**src/rtl/m_dm_access_ctrl_pkg.sv**
```systemverilog
// Shared encodings, state type and access-size helpers for the M-stage
// data-memory access controller.
package m_dm_access_ctrl_pkg;

    localparam logic [3:0] DM_WM_WORD = 4'b0001;
    localparam logic [3:0] DM_WM_HALF = 4'b0010;
    localparam logic [3:0] DM_WM_BYTE = 4'b0100;

    localparam logic [2:0] DM_RM_W  = 3'd0;
    localparam logic [2:0] DM_RM_H  = 3'd1;
    localparam logic [2:0] DM_RM_HU = 3'd2;
    localparam logic [2:0] DM_RM_B  = 3'd3;
    localparam logic [2:0] DM_RM_BU = 3'd4;

    localparam logic [4:0] EXC_ADEL = 5'd4;
    localparam logic [4:0] EXC_ADES = 5'd5;
    localparam logic [4:0] EXC_DBE  = 5'd7;

    typedef enum logic [1:0] {
        ST_IDLE,
        ST_WAIT,
        ST_DONE,
        ST_DRAIN
    } state_t;

    typedef enum logic [1:0] {
        SZ_WORD,
        SZ_HALF,
        SZ_BYTE,
        SZ_NONE
    } size_t;

    function automatic size_t wr_size(input logic [3:0] mode);
        case (mode)
            DM_WM_WORD: return SZ_WORD;
            DM_WM_HALF: return SZ_HALF;
            DM_WM_BYTE: return SZ_BYTE;
            default:    return SZ_NONE;
        endcase
    endfunction

    function automatic size_t rd_size(input logic [2:0] mode);
        case (mode)
            DM_RM_W:           return SZ_WORD;
            DM_RM_H, DM_RM_HU: return SZ_HALF;
            DM_RM_B, DM_RM_BU: return SZ_BYTE;
            default:           return SZ_NONE;
        endcase
    endfunction

    function automatic logic is_aligned(input size_t sz, input logic [1:0] lo);
        case (sz)
            SZ_WORD: return lo == 2'b00;
            SZ_HALF: return !lo[0];
            default: return 1'b1;
        endcase
    endfunction

endpackage

```
**src/rtl/m_dm_access_ctrl_lane_align.sv**
```systemverilog
// Byte-lane steering: store byte enables / data replication, and load
// lane selection with sign or zero extension.
module m_dm_access_ctrl_lane_align
    import m_dm_access_ctrl_pkg::*;
(
    input  size_t       st_size,
    input  logic [1:0]  st_addr_lo,
    input  logic [31:0] st_data,
    output logic [3:0]  st_be,
    output logic [31:0] st_lanes,
    input  logic [2:0]  ld_mode,
    input  logic [1:0]  ld_addr_lo,
    input  logic [31:0] ld_word,
    output logic [31:0] ld_data
);

    logic [15:0] ld_half;
    logic [7:0]  ld_byte;

    // NOTE: every output of a combinational block gets a default first so no
    // path through the case leaves it unassigned and infers a latch.
    always_comb begin
        st_be    = 4'b0000;
        st_lanes = st_data;
        case (st_size)
            SZ_WORD: st_be = 4'b1111;
            SZ_HALF: begin
                st_be    = st_addr_lo[1] ? 4'b1100 : 4'b0011;
                st_lanes = {2{st_data[15:0]}};
            end
            SZ_BYTE: begin
                st_be    = 4'b0001 << st_addr_lo;
                st_lanes = {4{st_data[7:0]}};
            end
            default: ;
        endcase
    end

    always_comb begin
        ld_half = ld_addr_lo[1] ? ld_word[31:16] : ld_word[15:0];
        ld_byte = ld_word[{ld_addr_lo, 3'b000} +: 8];
        ld_data = ld_word;
        case (ld_mode)
            DM_RM_H:  ld_data = {{16{ld_half[15]}}, ld_half};
            DM_RM_HU: ld_data = {16'h0000, ld_half};
            DM_RM_B:  ld_data = {{24{ld_byte[7]}}, ld_byte};
            DM_RM_BU: ld_data = {24'h000000, ld_byte};
            default:  ;
        endcase
    end

endmodule

```
**src/rtl/m_dm_access_ctrl.sv**
```systemverilog
// M-stage data-memory access controller: req/ack bus sequencing, pipeline
// stall, load alignment and AdEL/AdES/DBE reporting to CP0.
module m_dm_access_ctrl
    import m_dm_access_ctrl_pkg::*;
#(
    parameter int TIMEOUT = 255
) (
    input  logic        clk,
    input  logic        reset,
    input  logic        req_i,
    input  logic [31:0] addr_i,
    input  logic [31:0] wdata_i,
    input  logic        dm_we_i,
    input  logic        dm_re_i,
    input  logic [3:0]  dm_write_mode_i,
    input  logic [2:0]  dm_read_mode_i,
    output logic        bus_req_o,
    output logic        bus_we_o,
    output logic [31:0] bus_addr_o,
    output logic [3:0]  bus_be_o,
    output logic [31:0] bus_wdata_o,
    input  logic        bus_ack_i,
    input  logic [31:0] bus_rdata_i,
    output logic        stall_o,
    output logic [31:0] rdata_o,
    output logic        rdata_valid_o,
    output logic        exc_o,
    output logic [4:0]  exc_code_o,
    output logic [31:0] bad_vaddr_o
);

    localparam int CNT_W = $clog2(TIMEOUT + 1);

    state_t            state_q, state_d;
    logic [CNT_W-1:0]  cnt_q, cnt_inc;
    logic [31:0]       addr_q, wdata_q, rdata_q, bad_vaddr_q;
    logic [3:0]        be_q;
    logic [2:0]        rd_mode_q;
    logic              we_q, req_q, dbe_q;

    size_t             acc_size;
    logic              acc_valid, misaligned, cnt_done;
    logic [3:0]        be_new;
    logic [31:0]       wdata_new, load_data;
    logic              start, ack_load, timeout_hit, adr_exc;
    logic              stall, exc, rdata_valid;
    logic [4:0]        exc_code;

    // A store takes precedence when both request strobes are set.
    always_comb begin
        acc_size   = dm_we_i ? wr_size(dm_write_mode_i) : rd_size(dm_read_mode_i);
        acc_valid  = (dm_we_i | dm_re_i) && (acc_size != SZ_NONE);
        misaligned = acc_valid && !is_aligned(acc_size, addr_i[1:0]);
    end

    assign cnt_inc  = cnt_q + CNT_W'(1);
    assign cnt_done = (cnt_inc == CNT_W'(TIMEOUT));

    m_dm_access_ctrl_lane_align u_lane_align (
        .st_size    (acc_size),
        .st_addr_lo (addr_i[1:0]),
        .st_data    (wdata_i),
        .st_be      (be_new),
        .st_lanes   (wdata_new),
        .ld_mode    (rd_mode_q),
        .ld_addr_lo (addr_q[1:0]),
        .ld_word    (bus_rdata_i),
        .ld_data    (load_data)
    );

    always_comb begin
        state_d     = state_q;
        start       = 1'b0;
        ack_load    = 1'b0;
        timeout_hit = 1'b0;
        adr_exc     = 1'b0;
        stall       = 1'b0;
        exc         = 1'b0;
        exc_code    = 5'd0;
        rdata_valid = 1'b0;
        case (state_q)
            ST_IDLE: begin
                if (misaligned) begin
                    adr_exc  = 1'b1;
                    exc      = 1'b1;
                    exc_code = dm_we_i ? EXC_ADES : EXC_ADEL;
                end else if (acc_valid && !req_i) begin
                    stall   = 1'b1;
                    start   = 1'b1;
                    state_d = ST_WAIT;
                end
            end
            ST_WAIT: begin
                stall = 1'b1;
                // A flush coinciding with completion just discards the result.
                if (bus_ack_i) begin
                    ack_load = !we_q && !req_i;
                    state_d  = req_i ? ST_IDLE : ST_DONE;
                end else if (cnt_done) begin
                    timeout_hit = !req_i;
                    state_d     = req_i ? ST_IDLE : ST_DONE;
                end else if (req_i) begin
                    state_d = ST_DRAIN;
                end
            end
            ST_DONE: begin
                rdata_valid = !we_q && !dbe_q;
                exc         = dbe_q;
                exc_code    = dbe_q ? EXC_DBE : 5'd0;
                state_d     = ST_IDLE;
            end
            ST_DRAIN: begin
                // The flushed access keeps the bus; a younger access must wait.
                stall = acc_valid;
                if (bus_ack_i || cnt_done) state_d = ST_IDLE;
            end
            default: state_d = ST_IDLE;
        endcase
        if (reset) begin
            start       = 1'b0;
            adr_exc     = 1'b0;
            stall       = 1'b0;
            exc         = 1'b0;
            exc_code    = 5'd0;
            rdata_valid = 1'b0;
        end
    end

    // NOTE: sequential state uses non-blocking assignments so every register
    // samples the pre-edge values regardless of statement order.
    always_ff @(posedge clk) begin
        if (reset) begin
            state_q     <= ST_IDLE;
            cnt_q       <= '0;
            addr_q      <= 32'd0;
            wdata_q     <= 32'd0;
            rdata_q     <= 32'd0;
            bad_vaddr_q <= 32'd0;
            be_q        <= 4'd0;
            rd_mode_q   <= 3'd0;
            we_q        <= 1'b0;
            req_q       <= 1'b0;
            dbe_q       <= 1'b0;
        end else begin
            state_q <= state_d;
            req_q   <= (state_d == ST_WAIT) || (state_d == ST_DRAIN);
            cnt_q   <= ((state_q == ST_WAIT) || (state_q == ST_DRAIN)) ? cnt_inc : '0;
            if (start) begin
                addr_q    <= addr_i;
                be_q      <= be_new;
                wdata_q   <= wdata_new;
                we_q      <= dm_we_i;
                rd_mode_q <= dm_read_mode_i;
            end
            if (ack_load) rdata_q <= load_data;
            if (timeout_hit)             dbe_q <= 1'b1;
            else if (state_q == ST_DONE) dbe_q <= 1'b0;
            if (adr_exc)          bad_vaddr_q <= addr_i;
            else if (timeout_hit) bad_vaddr_q <= addr_q;
        end
    end

    assign bus_req_o     = req_q;
    assign bus_we_o      = we_q;
    assign bus_addr_o    = {addr_q[31:2], 2'b00};
    assign bus_be_o      = be_q;
    assign bus_wdata_o   = wdata_q;
    assign rdata_o       = rdata_q;
    assign stall_o       = stall;
    assign exc_o         = exc;
    assign exc_code_o    = exc_code;
    assign rdata_valid_o = rdata_valid;
    assign bad_vaddr_o   = adr_exc ? addr_i : bad_vaddr_q;

endmodule

```
**config.mk**
```make
export PLATFORM = sky130hd
export DESIGN_NAME = m_dm_access_ctrl
export DESIGN_NICKNAME = d
export VERILOG_FILES = /design/src/rtl/m_dm_access_ctrl_pkg.sv /design/src/rtl/m_dm_access_ctrl_lane_align.sv /design/src/rtl/m_dm_access_ctrl.sv
export SDC_FILE = /design/constraint.sdc
export NUM_CORES = 1
export LEC_CHECK = 0
export ABC_AREA = 1
export CORE_UTILIZATION = 40
export DETAILED_ROUTE_END_ITERATION = 8
export PLACE_DENSITY = 0.71
export SLEW_MARGIN = 15
export SYNTH_ARGS = -nofsm -noshare
export SYNTH_HDL_FRONTEND = slang
export SYNTH_SLANG_ARGS = --single-unit
export TNS_END_PERCENT = 5
```
**constraint.sdc**
```tcl
create_clock -name clk -period 7.5 [get_ports clk]
set_input_delay 1.125 -clock clk [delete_from_list [all_inputs] [get_ports clk]]
set_output_delay 1.125 -clock clk [all_outputs]
set_load 0.05 [all_outputs]
```
==> results.txt <==
Summary of implementation figures.

Routing
After detailed routing, the wire length on met1 is 10500 um. The remaining antenna violation count is 0. According to the report, the first pass of detailed routing completed in 5 iterations. The detailed router used layers up to and including met4. The length of routed met3 wiring is 1540 um.

Placement
The routability congestion estimate from global placement is 0.863. STA on the placed design reports a worst setup slack of 1.41 ns. The post-place instance area is 0.00988 sq mm.

Power
The total power is 2.25 mW. Power spread over the standard cell area amounts to 215 mW/mm^2. The switching fraction of total power is 0.316. The power report attributes to the sequential group a share of 0.377.

Run status
The run finished with clean final reports.

Yosys
The register area share after synthesis is 0.387. The area share of xor/xnor cells in the synthesized design is 0. The yosys synthesis warning count is 0. The synthesis report gives the async set-or-reset register share as 0.

Of the total synthesized cell area, the portion taken by AND-OR and OR-AND cells is 0.253. Counting flops and latches in the post-synthesis netlist gives 147.

STA
In the final report, the number of endpoints failing setup comes to 0. The setup clock skew after layout is 0.0117 ns.

Layout
The area share of buffers outside the clock network is 0.240. The layout clock buffer count is 20. In the final layout, excluding clock inverters the inverter count is 99.

The final report gives the core utilization as 0.563. For this run, the post-layout net count is 1397. The area growth from synthesis to layout is 37.9%. Fill cells in the final layout number 1779. The library cells used most frequently in the layout, excluding fill and tap cells, are nand2_1 (255), clkdlybuf4s50_1 (245), dfxtp_1 (147), o21ai_0 (142), a21oi_1 (112).

The multi-input combinational gate total is 764.

Clock network
CTS placed an instance of clkbuf_16 at the clock tree root. Clock latency on the worst-skew pair, taken at its later pin, is 0.42 ns. CTS built an H-tree with a depth of 4.

Run
The logs give a warning total of 31.

Global routing
The global routing's busiest layer is met2. The largest net degree at the start of global routing is 86. The number of global-route vias before repair is 7391.

Worst hold path
The count of cells along the worst hold path is 2.

Setup path
Among the stages of the critical path, the cell type that occurs most often is nand2_1. The largest driver fanout on the critical path is 46. On the critical path the data arrives at 4.97 ns. Per the timing report, the most critical flop-to-flop path finishes at bus_wdata_o[24]. The category of cells accounting for the largest share of critical-path delay is buffers and inverters.
cell usage after synthesis, types with 4 or more instances:
library cell,number
o22ai_1,16
clkbuf_1,47
o21a_1,4
buf_2,18
o21ai_1,24
nand2_2,12
buf_4,35
nand2_1,255
dfxtp_1,147
o31ai_1,5
nand4_1,6
ha_1,7
a31oi_1,23
inv_2,7
o211ai_1,7
nand3_1,50
o21ai_0,142
and2_1,6
a21oi_2,10
a21oi_1,112
inv_1,89
nor2_1,56
logic make-up (layout without fill, tap and decap cells):
kind of cell               after synthesis  count (layout)
buffers and inverters                  202             383
and+or+nand+nor                        401             401
DFF                                    147             147
adders and majority gates                7               7
AOI/OAI and AO/OA                      352             352
other                                    1               4
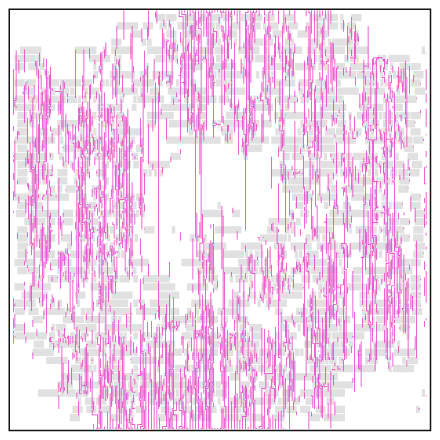
met2.png
Scale: 3 px per um.
- nets with wire on the layer: 1094
- share of all routed wire: 46%
- longest straight run: 61.2 um
- main direction: vertical
routed vias: 7883
total detailed-routing wirelength: 23300 um
GR met2 Demand/Resource: 0.389

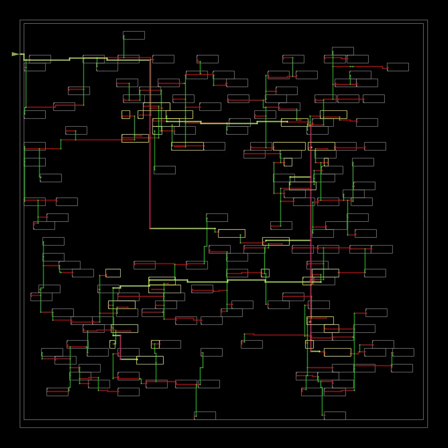
final_clocks.png
number of CTS-inserted buffers: 17
count of clock tree sinks: 147

Power and IR drop assume default switching activity.
